===== src/rtl/bitserial_mac_seq.sv =====
// Sequencer for a row of bit-serial multiplier PEs: fetches operand pairs, walks bit_idx MSB-first, handshakes the job result.
// Optional BITSERIAL_PREFETCH_EN: accepts the next pair on the last shift cycle so back-to-back pairs take WIDTH cycles each.
module bitserial_mac_seq #(
  parameter int WIDTH = 8,
  parameter int DEPTH = 3,
  parameter int LEN_W = 8
) (
  input  logic             clk,
  input  logic             rst_n,
  input  logic             clr,
  input  logic             start,
  input  logic [LEN_W-1:0] cfg_len,
  output logic             busy,
  input  logic             in_valid,
  output logic             in_ready,
  output logic             pe_clr,
  output logic             pe_en,
  output logic [DEPTH-1:0] bit_idx,
  output logic             msb_cyc,
  output logic             pe_acc,
  output logic             acc_clr,
  output logic             out_valid,
  input  logic             out_ready,
  output logic             done
);

  // state | meaning
  // IDLE  | waiting for start
  // LOAD  | waiting for an operand pair
  // SHIFT | PE shift-add, bit_idx WIDTH-1 down to 0
  // OUT   | result held until drain accepts
  typedef enum logic [1:0] {IDLE, LOAD, SHIFT, OUT} state_t;

  localparam logic [DEPTH-1:0] IDX_MAX = DEPTH'(WIDTH - 1);

  state_t           state;
  logic [LEN_W-1:0] pairs_left;
  logic             first_pair;
  logic             last_bit;
  logic             prefetch_ok;
  logic             xfer;

  assign last_bit = (state == SHIFT) && (bit_idx == '0);

`ifdef BITSERIAL_PREFETCH_EN
  assign prefetch_ok = last_bit && (pairs_left > LEN_W'(1));
`else
  assign prefetch_ok = 1'b0;
`endif

  assign in_ready  = (state == LOAD) || prefetch_ok;
  assign xfer      = in_valid && in_ready;
  assign pe_clr    = xfer;
  // Only a LOAD transfer can be the first pair; prefetch never is.
  assign acc_clr   = xfer && first_pair;
  assign pe_en     = (state == SHIFT);
  assign pe_acc    = last_bit;
  assign msb_cyc   = pe_en && (bit_idx == IDX_MAX);
  assign busy      = (state != IDLE);
  assign out_valid = (state == OUT);

  always_ff @(posedge clk or negedge rst_n) begin
    if (!rst_n) begin
      state      <= IDLE;
      bit_idx    <= IDX_MAX;
      pairs_left <= '0;
      first_pair <= 1'b0;
      done       <= 1'b0;
    end else begin
      done <= 1'b0;
      if (clr) begin
        state      <= IDLE;
        bit_idx    <= IDX_MAX;
        pairs_left <= '0;
        first_pair <= 1'b0;
      end else begin
        case (state)
          IDLE: begin
            if (start) begin
              if (cfg_len != '0) begin
                state      <= LOAD;
                pairs_left <= cfg_len;
                first_pair <= 1'b1;
              end else begin
                done <= 1'b1;
              end
            end
          end
          LOAD: begin
            if (in_valid) begin
              state      <= SHIFT;
              bit_idx    <= IDX_MAX;
              first_pair <= 1'b0;
            end
          end
          SHIFT: begin
            if (bit_idx == '0) begin
              // Reload here so bit_idx never wraps and sits at MSB while stalled in LOAD.
              bit_idx    <= IDX_MAX;
              pairs_left <= pairs_left - LEN_W'(1);
              if (pairs_left == LEN_W'(1)) begin
                state <= OUT;
              end else if (xfer) begin
                state <= SHIFT;
              end else begin
                state <= LOAD;
              end
            end else begin
              bit_idx <= bit_idx - DEPTH'(1);
            end
          end
          OUT: begin
            if (out_ready) begin
              state <= IDLE;
              done  <= 1'b1;
            end
          end
          default: state <= IDLE;
        endcase
      end
    end
  end

endmodule


===== config.mk =====
export PLATFORM = sky130hd
export DESIGN_NAME = bitserial_mac_seq
export DESIGN_NICKNAME = d
export VERILOG_FILES = /design/src/rtl/bitserial_mac_seq.sv
export SDC_FILE = /design/constraint.sdc
export NUM_CORES = 1
export LEC_CHECK = 0
export CAP_MARGIN = 20
export CORE_MARGIN = 2
export CORE_UTILIZATION = 49
export CTS_BUF_LIST = sky130_fd_sc_hd__clkbuf_16
export DETAILED_ROUTE_END_ITERATION = 16
export HOLD_SLACK_MARGIN = 0.06
export PLACE_DENSITY = 0.89
export SYNTH_ARGS = -nofsm -noshare
export SYNTH_HDL_FRONTEND = slang
export SYNTH_SLANG_ARGS = --single-unit

===== constraint.sdc =====
create_clock -name clk -period 2.27 [get_ports clk]
set_input_delay 0.454 -clock clk [delete_from_list [all_inputs] [get_ports clk]]
set_output_delay 0.454 -clock clk [all_outputs]
set_load 0.01 [all_outputs]

### M3 wires, run 1

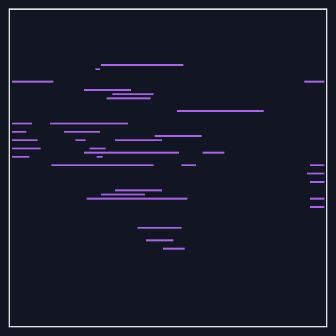
longest straight run: 16.3 µm
nets with wire on the layer: 32
share of all routed wire: 6.6%
met3 Track Usage GR: 4.09%
WL final: 3050 µm
via count: 1091

### Where the registers sit, run 1

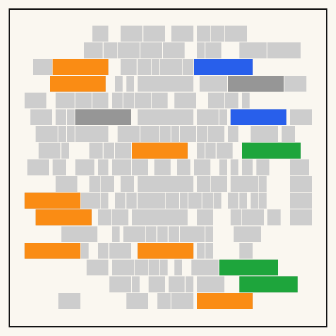
[orange] `pairs_left` | flops: 8
[green] `bit_idx` | flops: 3
[blue] `state` | flops: 2

==> flow_summary_export.csv, run 1 <==
group,metric,value,unit
placed_design,dp.cells,186,
synth,syn-cell-area,1100,µm²
final_timing,layout_min_cycle_time,2.23,ns
clocking,cts_tree,"built",
synth,ys_top_cells_by_area,"dfrtp_1 27%, ha_1 10%, dfstp_2 7.1%",
setup_path,cp_data_required_time,1.82,ns
power,static-leakage-power,0.688,nW
synth,ys_cells,125,
power,vdd_ir_drop_max,841,µV
routing,viasPerCell,5.74,
routing,drc_errors,0,
routing,initialDrtViolationCount,47,
synth,fp_nets,148,
clocking,clk-insertion-delay-late,0.24,ns
global_route,grt_pass1_vias,1108,
hold_path,min_path_type,"reg -> reg",
setup_path,startpoint_type,"flip-flop",
power,power_per_cell_area,1200,nW/µm²
synth,synthCells,125,
setup_path,critPathLaunch,"state[0]",
status,status,"complete, no violations",
final_layout,nNetsFinal,186,
die,die_height,51.5,µm
synth,ys_seq_share,34.4,%
placed_design,dp_worst_setup_slack,-0.0253,ns
final_layout,diodes,0,
synth,avgSynthCellArea,8.83,µm²
clocking,clock-sinks,15,
clocking,clk_pin_slew,0.05,ns
setup_path,crit_chain,"inv_1 -> ha_2 -> and3_1 -> clkdlybuf4s50_1",
final_timing,skew,0.00202,ns
global_route,grt_max_degree,16,
die,io_pins,26,
final_timing,max_freq,449,MHz
die,initial_core_util,50.9,%
setup_path,critPathSlowestCell,"clkdlybuf4s50_1",
synth,top_cell_area_share,27.2,%
hold_path,min-delay-start,"bit_idx[0]",
final_timing,drv_slew,0,
final_timing,max-slew-margin-rel,52.0,%
routing,drtPass1Iterations,4,
final_timing,fin_crit_sh,98.2,%
final_layout,design_area,1550,µm²
setup_path,slowest_delay,0.52,ns
die,dieArea,2650,µm²
routing,detail_route.wl_per_cell,16.0,µm
setup_path,crit_arrival,1.77,ns
placed_design,placed_cell_area,1460,µm²
synth,post_synth_num_cell_types,36,
clocking,cts-buffers-inserted,3,
global_route,grt_usage,25.8,%
routing,ant_nets,0,
synth,synth_warnings,0,
setup_path,reg2reg_from,"state[0]",
final_timing,worst_pin_slew,0.718,ns
final_timing,setup_viol_count_final,0,
synth,synthArstFlopShare,100,%
synth,ys.flops,15,
final_timing,setup_tns,0,ns
global_route,grt_pass1_wl,5060,µm
synth,synth-edff-count,0,
job,drv_cap,0,
global_route,antenna_found_initial,0,
final_timing,setup_ws,0.0414,ns
clocking,cts_hold_buf,0,
synth,ys.flop_type,"dfrtp_1",
placed_design,io_buffer_count,25,
clocking,ctsRootBufferMaster,"clkbuf_16",
final_timing,hold_ws,0.511,ns
placed_design,dp_hpwl,2140,µm
setup_path,crit_fanout,6,
synth,yosys_area,1100,µm²
final_timing,rsz0062_at_grt,"true",
power,power,1.86,mW
final_layout,drive_above_1_share,17.3,%
job,warnings,33,
global_route,grt.overflow.total,0,
final_layout,syn2layout_area_growth,40.6,%
final_timing,final-hold-violation-count,0,
synth,top_area_cell,"dfrtp_1",
placed_design,place.gp.congestion,0.924,
clocking,cts_max_level,1,
setup_path,criticalPathCategory,"reg -> out",
setup_path,end_kind,"primary output",
die,chipWidth,51.5,µm
clocking,cts_buffer_depth,2,
### Wire density map, run 1

10 x 10 tiles, from black (low) to pale yellow (high), scaled to the fullest tile. Values are wire area over tile area, all layers added.
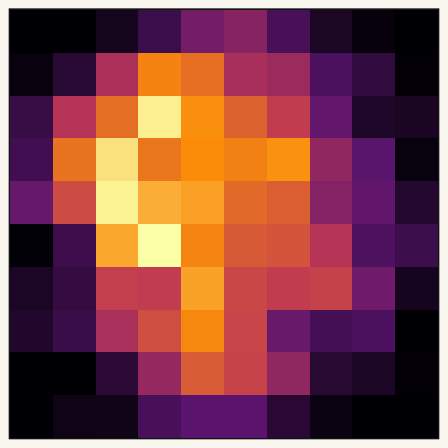
tiles over half the peak: 35%
densest ninth of the die: center
emptiest ninth of the die: lower right

### Placed standard cells, run 1

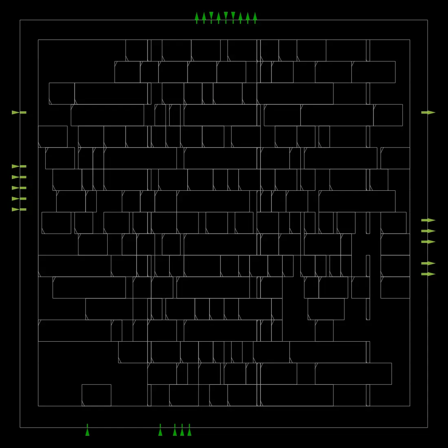
row cnt: 17
final-layout fill cell count: 166
fin util: 71.5%
Core Box Area: 2170 µm²
fin cells: 190

## run 1: layout make-up
| class | instances | area (µm²) | area share [%] |
|---|---|---|---|
| well taps | 28 | 35.0 | 2.26 |
| flip-flops and latches | 15 | 380 | 24.5 |
| clock buffers | 3 | 75.1 | 4.84 |
| clock inverters | 1 | 3.75 | 0.242 |
| multi-input cells | 98 | 688 | 44.4 |
| repair buffers | 37 | 339 | 21.9 |
| inverters | 8 | 30.0 | 1.94 |
## run 1: metal layers
layer | share of wire (%) | up-vias | global-route usage, %
li1 | - | 522 | -
met1 | 40 | 510 | 30.6
met2 | 51 | 53 | 45.5
met3 | 6.6 | 6 | 4.09
met4 | 1.4 | 0 | 11.4
met5 | 0 | - | 0
## run 1: path summary, 6_finish.rpt
| path | to | slack [ns] | cells past startpoint |
|---|---|---|---|
| min in group asynchronous | pairs_left[7] | 0.64 | 1 |
| max reg2reg | pairs_left[3] | 0.27 | 8 |
| max | msb_cyc | 0.04 | 4 |
| min | bit_idx[0] | 0.51 | 1 |
| max in group asynchronous | state[1] | 1.13 | 1 |
| min reg2reg | bit_idx[0] | 0.51 | 1 |
## run 1: cells by family after synthesis
kind of cell / after synthesis / share of synthesized area [%]
buffers and inverters: 12 / 4.87
and+or+nand+nor: 49 / 24.0
DFF: 15 / 34.4
AOI/OAI and AO/OA: 32 / 19.6
adders and majority gates: 9 / 10.2
xor gates and xnor gates: 3 / 2.38
muxes: 5 / 4.54
## run 1: timing repair
item | CTS | global route
resized | 3 | 3
setup buffers | 0 | 0
pin swaps | 0 | 0
endpoints found under the setup margin | 2 | 3
## run 1: critical path: cells and delay by family, from the launching register on
kind          cells  cell delay [ns]
buf+inv           2             0.66
fa+ha+maj         1             0.26
flops             1             0.44
simple gates      1             0.17
## run 1: Yosys cell counts, types with 4 or more instances
library cell  instances
nor2_1               14
dfrtp_1              12
ha_1                  9
inv_1                 8
nand2_1               7
o21ai_1               7
a211oi_1              5
mux2i_1               5
nor2b_1               5
nor3_1                5
o21ai_0               5
a21oi_1               4
nand2b_1              4
nor4_1                4
## run 1: layout by cell type, fill, tap and decap left out, types with 2 or more instances in the layout
master and n:
inv_1 9, xnor2_1 3, and3_1 2, a211oi_1 5, o21ai_1 7, ha_1 7
a21oi_1 4, nand2_1 7, mux2i_1 5, a31oi_1 3, o21ai_0 5, dfrtp_1 11
clkbuf_16 3, dfstp_2 3, nor4_1 4, nor2b_1 5, clkdlybuf4s50_1 24, nor3_1 5
nand2b_1 4, buf_4 12, nor2_1 14
## run 1: state kept, by name, summed over array words and instances, names as in the netlist
name	count
state	2
pairs_left	8
first_pair	1
bit_idx	3
done	1
## run 1: power breakdown
| group | switching [mW] | total [mW] | leakage (nW) | internal, mW |
|---|---|---|---|---|
| logic | 0.518 | 1.02 | 0.459 | 0.500 |
| registers | 0.136 | 0.502 | 0.186 | 0.366 |
| clock network | 0.105 | 0.339 | 0.0423 | 0.233 |
| total | 0.760 | 1.86 | 0.688 | 1.10 |
==> run 1 -> run 2 <==
--- a/config.mk
+++ b/config.mk
@@ -11,7 +11,8 @@
 export CTS_BUF_LIST = sky130_fd_sc_hd__clkbuf_16
 export DETAILED_ROUTE_END_ITERATION = 16
 export HOLD_SLACK_MARGIN = 0.06
-export PLACE_DENSITY = 0.89
+export PLACE_DENSITY = 0.86
+export SLEW_MARGIN = 20
 export SYNTH_ARGS = -nofsm -noshare
 export SYNTH_HDL_FRONTEND = slang
 export SYNTH_SLANG_ARGS = --single-unit
### Where the registers sit, run 2

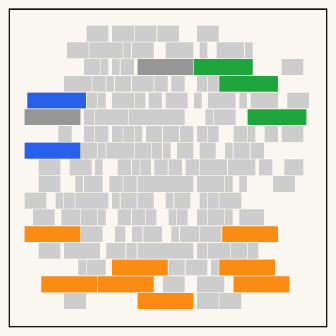
register area: 380 µm²
fin util: 70.0%

### M3 wires, run 2

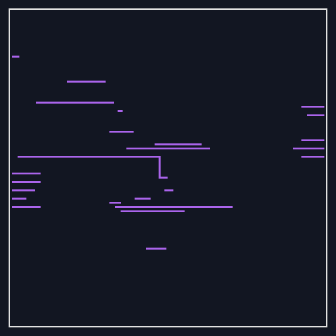
main direction: horizontal
wire length on this layer: 145 µm

### Wire density map, run 2

10 x 10 tiles, from black (low) to pale yellow (high), scaled to the fullest tile. Values are wire area over tile area, all layers added.
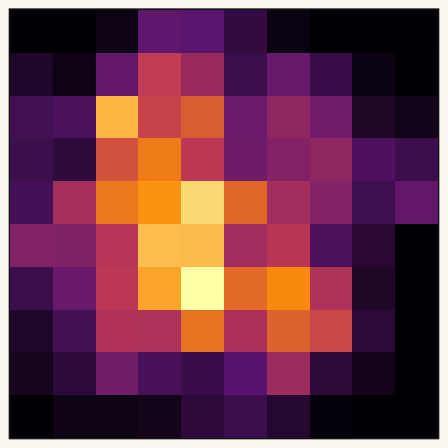
densest ninth of the die: center
fullest tile: 0.55
nearly empty tiles: 14%
emptiest ninth of the die: upper right
via count: 1052
WL final: 2650 µm
WL/cell: 14.2 µm
total track usage: 23.3%

==> flow_summary_export.csv, run 2 <==
group,metric,value,unit
synth,synth.logic.top_family,"simple AND/OR/NAND/NOR gates",
final_layout,lay_top_count,"clkdlybuf4s50_1",
global_route,antenna_found_initial,0,
final_timing,drv_slew,0,
global_route,grt_pass1_vias,1038,
clocking,ctsRootBufferMaster,"clkbuf_16",
die,initial_core_util,50.9,%
synth,fp_nets,148,
setup_path,cp_data_required_time,1.82,ns
final_layout,drive_above_1_share,15.2,%
clocking,clk_pin_slew,0.05,ns
synth,ys.flop_type,"dfrtp_1",
routing,viasPerCell,5.66,
final_layout,largest-register,"pairs_left",
die,row_count,17,
synth,avgSynthCellArea,8.83,µm²
setup_path,crit_chain,"inv_1 -> ha_2 -> and3_1 -> clkdlybuf4s50_1",
final_layout,syn2layout_area_growth,37.5,%
final_timing,setup_ws,0.0817,ns
final_layout,diodes,0,
setup_path,reg2reg_from,"bit_idx[0]",
synth,ys_cells,125,
job,drv_cap,0,
setup_path,crit_fanout,6,
setup_path,r2r_setup_slack,0.30,ns
setup_path,end_kind,"primary output",
synth,synth-edff-count,0,
status,status,"complete, no violations",
synth,synth-simple-area-share,24.0,%
setup_path,crit_arrival,1.73,ns
synth,top_area_cell,"dfrtp_1",
synth,syn-cell-area,1100,µm²
power,power_per_cell_area,1150,nW/µm²
final_timing,final-hold-violation-count,0,
die,dieArea,2650,µm²
final_timing,setup_viol_count_final,0,
clocking,cts-buffers-inserted,3,
synth,top_cell,"nor2_1",
global_route,grt_pass1_wl,4570,µm
clocking,cts_buffer_depth,2,
setup_path,crit-reg2reg-capture,"state[1]",
final_timing,fin_crit_sh,96.4,%
final_timing,layout_min_cycle_time,2.19,ns
clocking,cts_tree,"built",
final_timing,rsz0062_at_grt,"false",
global_route,grt_max_degree,16,
final_layout,fillers,169,
routing,ant_nets,0,
synth,synth_xor_xnor_area_share,2.38,%
==> run 2: cell count changes in the layout (fill, tap and decap cells not counted) <==
cell	delta
nor4_1	-1
ha_4	-1
clkdlybuf4s50_1	-1
and2_4	-1
dlymetal6s2s_1	+1
and2_1	+1
buf_4	-4
nor4_2	+1
ha_2	+1
==> run 2: cell families after synthesis <==
kind of cell               after synthesis
DFF                                     15
muxes                                    5
AOI/OAI and AO/OA                       32
adders and majority gates                9
and+or+nand+nor                         49
xor gates and xnor gates                 3
buffers and inverters                   12
==> run 2: worst max-delay path: cells and delay by family (launching register included) <==
kind                     cells  cell delay [ns]
adder cells (fa/ha/maj)      1             0.23
flip-flops                   1             0.44
AND/OR/NAND/NOR              1             0.16
buffers and inverters        2             0.65
==> run 2: power by group <==
group / internal, mW / switching, mW / total (mW)
Clock: 0.233 / 0.0994 / 0.332
Sequential: 0.366 / 0.128 / 0.494
Combinational: 0.443 / 0.472 / 0.916
Total: 1.04 / 0.699 / 1.74
==> run 2: worst max-delay path by stage <==
stage | to | startpoint | slack (ns)
6_report | acc_clr | state[1] | 0.08
5_1_grt | acc_clr | state[1] | 0.02
4_1_cts | pe_clr | state[1] | 0.03
3_5_place_dp | pairs_left[0] | cfg_len[2] | -0.13
3_3_place_gp | pairs_left[2] | cfg_len[1] | 0.001
2_1_floorplan | msb_cyc | state[0] | 0.35
==> run 2: layer usage <==
metal	track usage, %	part of all wire (%)	vias to the layer above
li1	-	-	516
met1	29.6	42	499
met2	38.2	51	31
met3	4.09	5.4	6
met4	11.0	1.5	0
met5	0	0	-
==> run 2: through the flow <==
stage / cell area (µm²) / setup TNS, ns / power [mW] / hold WS [ns]
after CTS: 1510 / 0 / 1.74 / 0.506
after floorplan: 1100 / 0 / 1.09 / 0.158
after global routing: 1520 / 0 / 1.89 / 0.531
final: 1520 / 0 / 1.74 / 0.504
after detailed placement: 1430 / -0.717 / 1.39 / 0.499
after global placement: 1430 / 0 / 1.35 / 0.491
==> run 2: cell type report <==
| class | count | area [µm²] | area share (%) |
|---|---|---|---|
| repair buffers | 33 | 312 | 20.5 |
| inverters | 8 | 30.0 | 1.98 |
| well taps | 28 | 35.0 | 2.31 |
| clock buffers | 3 | 75.1 | 4.95 |
| multi-input cells | 98 | 682 | 44.9 |
| flip-flops and latches | 15 | 380 | 25.1 |
| clock inverters | 1 | 3.75 | 0.247 |
==> run 2: what timing repair did <==
action                                  4_1_cts  5_1_grt
gates resized                                 2        4
hold buffers                                  0        0
hold endpoints to repair                      0        0
setup buffers                                 0        0
endpoints found under the setup margin        2        9
pin swaps                                     0        0
Power is estimated from default activity; no workload was simulated.
